<file path="src/rtl/sos_detector.sv">
// sos_detector: Morse receiver for the SOS link.
// Measures high/low run lengths on dataIn, classifies marks as dot/dash,
// groups them into letters, and strobes sos on an S, O, S letter sequence.
//
// state | meaning
// ------+-----------------------------------------------------------------
// IDLE  | no letter pending; waiting for the first mark
// MARK  | counting a high run
// SPACE | letter pending; low run shorter than the letter gap so far
// LGAP  | letter emitted; a long enough low run here clears the history
module sos_detector #(
  parameter int DOT_MAX  = 2,
  parameter int DASH_MAX = 4,
  parameter int LGAP_MIN = 2,
  parameter int WORD_GAP = 6,
  parameter int RUN_W    = 5
) (
  input  logic       clk,
  input  logic       reset,
  input  logic       dataIn,
  output logic       dot,
  output logic       dash,
  output logic       err,
  output logic       letterValid,
  output logic [1:0] letter,
  output logic       sos
);

  typedef enum logic [1:0] {IDLE, MARK, SPACE, LGAP} state_t;

  localparam logic [1:0] CODE_X = 2'b00;
  localparam logic [1:0] CODE_S = 2'b01;
  localparam logic [1:0] CODE_O = 2'b10;

  localparam logic [RUN_W-1:0] DOT_MAX_C  = RUN_W'(DOT_MAX);
  localparam logic [RUN_W-1:0] DASH_MAX_C = RUN_W'(DASH_MAX);
  localparam logic [RUN_W-1:0] LGAP_MIN_C = RUN_W'(LGAP_MIN);
  localparam logic [RUN_W-1:0] WORD_GAP_C = RUN_W'(WORD_GAP);

  state_t state, state_nxt;

  logic             prev;
  logic [RUN_W-1:0] run_cnt;
  logic [RUN_W-1:0] cur_len;

  // symbol accumulator: up to three symbols (1 = dash) plus a bad flag
  logic [1:0] sym_cnt, cnt_nxt;
  logic [2:0] syms, syms_nxt;
  logic       bad, bad_nxt;

  // the two older entries of the letter window; the newest is the code
  // being decoded in the same cycle
  logic [1:0] hist_old, hist_old_nxt;
  logic [1:0] hist_new, hist_new_nxt;

  logic       emit;
  logic [1:0] code;
  logic       dot_nxt, dash_nxt, err_nxt, lv_nxt, sos_nxt;
  logic [1:0] letter_nxt;

  // length of the current run including this sample, saturating
  always_comb begin
    if (dataIn != prev)
      cur_len = RUN_W'(1);
    else if (&run_cnt)
      cur_len = run_cnt;
    else
      cur_len = run_cnt + 1'b1;
  end

  // run-length counter and previous-level register
  always_ff @(posedge clk or posedge reset) begin
    if (reset) begin
      prev    <= 1'b0;
      run_cnt <= '0;
    end else begin
      prev    <= dataIn;
      run_cnt <= cur_len;
    end
  end

  // next state, symbol accumulation, letter decode and history update
  always_comb begin
    state_nxt    = state;
    cnt_nxt      = sym_cnt;
    syms_nxt     = syms;
    bad_nxt      = bad;
    hist_old_nxt = hist_old;
    hist_new_nxt = hist_new;
    dot_nxt      = 1'b0;
    dash_nxt     = 1'b0;
    err_nxt      = 1'b0;
    lv_nxt       = 1'b0;
    sos_nxt      = 1'b0;
    letter_nxt   = letter;
    emit         = 1'b0;
    code         = CODE_X;

    case (state)
      IDLE: begin
        if (dataIn) state_nxt = MARK;
      end
      MARK: begin
        if (!dataIn) begin
          state_nxt = SPACE;
          // the completed mark length is the registered run count
          if (run_cnt > DASH_MAX_C) begin
            err_nxt = 1'b1;
            bad_nxt = 1'b1;
          end else begin
            dot_nxt  = (run_cnt <= DOT_MAX_C);
            dash_nxt = !dot_nxt;
            case (sym_cnt)
              2'd0:    syms_nxt[0] = dash_nxt;
              2'd1:    syms_nxt[1] = dash_nxt;
              2'd2:    syms_nxt[2] = dash_nxt;
              default: bad_nxt     = 1'b1;
            endcase
            if (sym_cnt != 2'd3) cnt_nxt = sym_cnt + 2'd1;
          end
          if (cur_len == LGAP_MIN_C) begin
            emit      = 1'b1;
            state_nxt = LGAP;
          end
        end
      end
      SPACE: begin
        if (dataIn) begin
          state_nxt = MARK;
        end else if (cur_len == LGAP_MIN_C) begin
          emit      = 1'b1;
          state_nxt = LGAP;
        end
      end
      LGAP: begin
        if (dataIn) begin
          state_nxt = MARK;
        end else if (cur_len == WORD_GAP_C) begin
          hist_old_nxt = CODE_X;
          hist_new_nxt = CODE_X;
          state_nxt    = IDLE;
        end
      end
      default: state_nxt = IDLE;
    endcase

    if (emit) begin
      if (!bad_nxt && cnt_nxt == 2'd3 && syms_nxt == 3'b000)
        code = CODE_S;
      else if (!bad_nxt && cnt_nxt == 2'd3 && syms_nxt == 3'b111)
        code = CODE_O;
      lv_nxt       = 1'b1;
      letter_nxt   = code;
      sos_nxt      = (hist_old == CODE_S) && (hist_new == CODE_O) && (code == CODE_S);
      hist_old_nxt = hist_new;
      hist_new_nxt = code;
      cnt_nxt      = 2'd0;
      syms_nxt     = 3'b000;
      bad_nxt      = 1'b0;
    end
  end

  // state, accumulator, history and registered outputs
  always_ff @(posedge clk or posedge reset) begin
    if (reset) begin
      state       <= IDLE;
      sym_cnt     <= 2'd0;
      syms        <= 3'b000;
      bad         <= 1'b0;
      hist_old    <= CODE_X;
      hist_new    <= CODE_X;
      dot         <= 1'b0;
      dash        <= 1'b0;
      err         <= 1'b0;
      letterValid <= 1'b0;
      letter      <= CODE_X;
      sos         <= 1'b0;
    end else begin
      state       <= state_nxt;
      sym_cnt     <= cnt_nxt;
      syms        <= syms_nxt;
      bad         <= bad_nxt;
      hist_old    <= hist_old_nxt;
      hist_new    <= hist_new_nxt;
      dot         <= dot_nxt;
      dash        <= dash_nxt;
      err         <= err_nxt;
      letterValid <= lv_nxt;
      letter      <= letter_nxt;
      sos         <= sos_nxt;
    end
  end

endmodule

</file>
<file path="config.mk">
export PLATFORM = sky130hd
export DESIGN_NAME = sos_detector
export DESIGN_NICKNAME = d
export VERILOG_FILES = /design/src/rtl/sos_detector.sv
export SDC_FILE = /design/constraint.sdc
export NUM_CORES = 1
export LEC_CHECK = 0
export CORE_ASPECT_RATIO = 0.8
export CORE_MARGIN = 8
export CORE_UTILIZATION = 35
export DETAILED_ROUTE_END_ITERATION = 7
export GPL_ROUTABILITY_DRIVEN = 0
export PLACE_DENSITY_LB_ADDON = 0.25
export SKIP_LAST_GASP = 1
export SLEW_MARGIN = 20
export SYNTH_ARGS = -nofsm -noshare
export SYNTH_HDL_FRONTEND = slang
export SYNTH_SLANG_ARGS = --single-unit
</file>
<file path="constraint.sdc">
create_clock -name clk -period 1.84 [get_ports clk]
set_input_delay 0.368 -clock clk [delete_from_list [all_inputs] [get_ports clk]]
set_output_delay 0.368 -clock clk [all_outputs]
set_load 0.01 [all_outputs]
</file>
### M1 wires

Bar = 20 um.
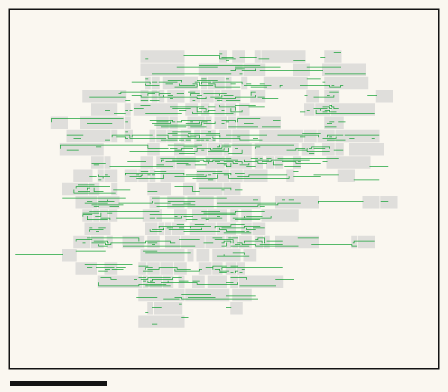
longest straight run	20.7 um
wire length on this layer	1,620 um
main direction	horizontal
share of all routed wire	44%
nets with wire on the layer	181

### M2 wires

Bar = 20 um.
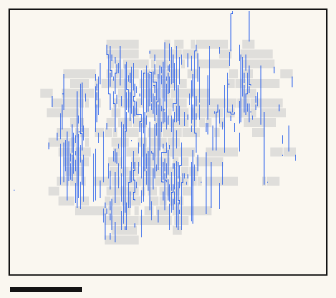
wire length on this layer	1,820 um
nets with wire on the layer	169

### M3 wires

Bar = 20 um.
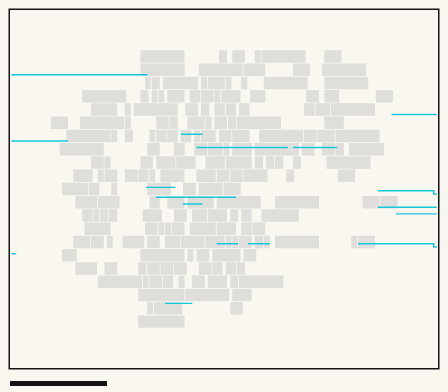
wire length on this layer	168 um
nets with wire on the layer	15
share of all routed wire	4.6%
longest straight run	27.6 um
main direction	horizontal

==> impl_metrics.json <==
{
  "seqPwrFrac_pct": 35.7,
  "wire_per_inst_um": 14.7,
  "hp-class": "primary input to asynchronous set/reset pin",
  "synth_warnings": 0,
  "setup_viol": 7,
  "total_power_uw": 2400,
  "top_layer_used": "met4",
  "worstSetupPathType": "register to register",
  "met2_length_mm": 1.82,
  "yosysTopAreaCell": "dfrtp_1",
  "crit_cells": 7,
  "num-clock-buffers": 3,
  "num_vias": 1278,
  "status": "finished, violations left",
  "dp_cells": 239,
  "switching_share_pct": 39.9,
  "internal_power_uw": 1440,
  "slew_headroom_pct": 66.8,
  "clockPowerShare_pct": 14.0,
  "fp_nets": 160,
  "path_buffers": 1,
  "cap_viol_max_count": 0,
  "portBuffers": 9,
  "fillers": 369,
  "vdd_ir_drop_max_v": 0.000836,
  "inverters": 11,
  "synth_cell_types": 47,
  "cts_buffers": 3,
  "finClkSkew_ns": 0.00479,
  "ff_latch_area_um2": 628,
  "crit_path_max_fanout": 4,
  "final_layout_size_suffix_gt1_share_pct": 38.2,
  "core.rowCount": 21,
  "slowest_stage": "dfrtp_2",
  "die_x_um": 87.8,
  "vias_per_cell": 5.15,
  "lay_top_count": "buf_4",
  "power_switching_uw": 958,
  "ys_cells": 150,
  "buffers_excl_clock": 42,
  "rsz0062_at_grt": "true",
  "dieArea_um2": 6450,
  "path_clk_slew_ns": 0.09,
  "grt-ovfl-total": 0,
  "antenna_found_initial": 0,
  "synth-main-ff-cell": "dfrtp_1",
  "cts_root_buf": "clkbuf_8",
  "met3_length_um": 167,
  "end_kind": "register",
  "ys_seq_share_pct": 43.3,
  "clock_latency_ns": 0.27,
  "drc": 0,
  "grt_usage_pct": 11.4,
  "setup_ws_ns": -0.0671,
  "cts_num_sinks": 25,
  "sh_comb_area_pct": 43.8,
  "violations": "negative setup slack",
  "fin_crit_ns": 1.91
}
-- cells by family after synthesis --
| family | share of synthesized area (%) |
|---|---|
| AND/OR/NAND/NOR | 22.9 |
| AND-OR/OR-AND | 18.4 |
| adder cells (fa/ha/maj) | 6.07 |
| multiplexers | 3.12 |
| XOR/XNOR | 1.82 |
| flip-flops | 43.3 |
| buffers and inverters | 4.42 |
-- stage by stage --
| step | area [um2] | utilization (%) | TNS, ns | worst slack [ns] | hold slack, ns |
|---|---|---|---|---|---|
| 5_1_grt | 2050 | 50.4 | -0.795 | -0.124 | 0.452 |
| 6_report | 2050 | 50.4 | -0.171 | -0.0671 | 0.413 |
| 4_1_cts | 1950 | 48.0 | -0.163 | -0.0566 | 0.437 |
| 2_1_floorplan | 1460 | - | -0.00858 | -0.00858 | 0.395 |
| 3_5_place_dp | 1820 | 44.7 | -4.73 | -0.344 | 0.482 |
| 3_3_place_gp | 1820 | 44.7 | -4.22 | -0.327 | 0.478 |
-- routing by layer --
layer / global-route usage, % / up-vias
met2: 19.3 / 25
met3: 2.91 / 4
met4: 2.28 / 0
met1: 14.1 / 626
met5: 0 / -
li1: - / 623
-- registers in the layout, indices dropped and copies added, names as in the netlist, 2 cells and up --
signal,flops
run_cnt,5
letter,2
hist_old,2
state,2
syms,3
hist_new,2
sym_cnt,2
-- power groups by stage --
stage / clock network, uW / registers, uW / logic, uW
6_report: 336 / 859 / 1210
5_1_grt: 360 / 878 / 1330
4_1_cts: 343 / 841 / 1100
3_5_place_dp: 0 / 848 / 1000
3_3_place_gp: 0 / 840 / 976
2_1_floorplan: 0 / 790 / 637
-- repair_timing --
| item | CTS | global route |
|---|---|---|
| cloned | 0 | 0 |
| pin swaps | 5 | 15 |
| buffers inserted | 2 | 3 |
| setup endpoints to repair | 12 | 14 |
| gates resized | 13 | 22 |
Power is estimated from default activity; no workload was simulated.
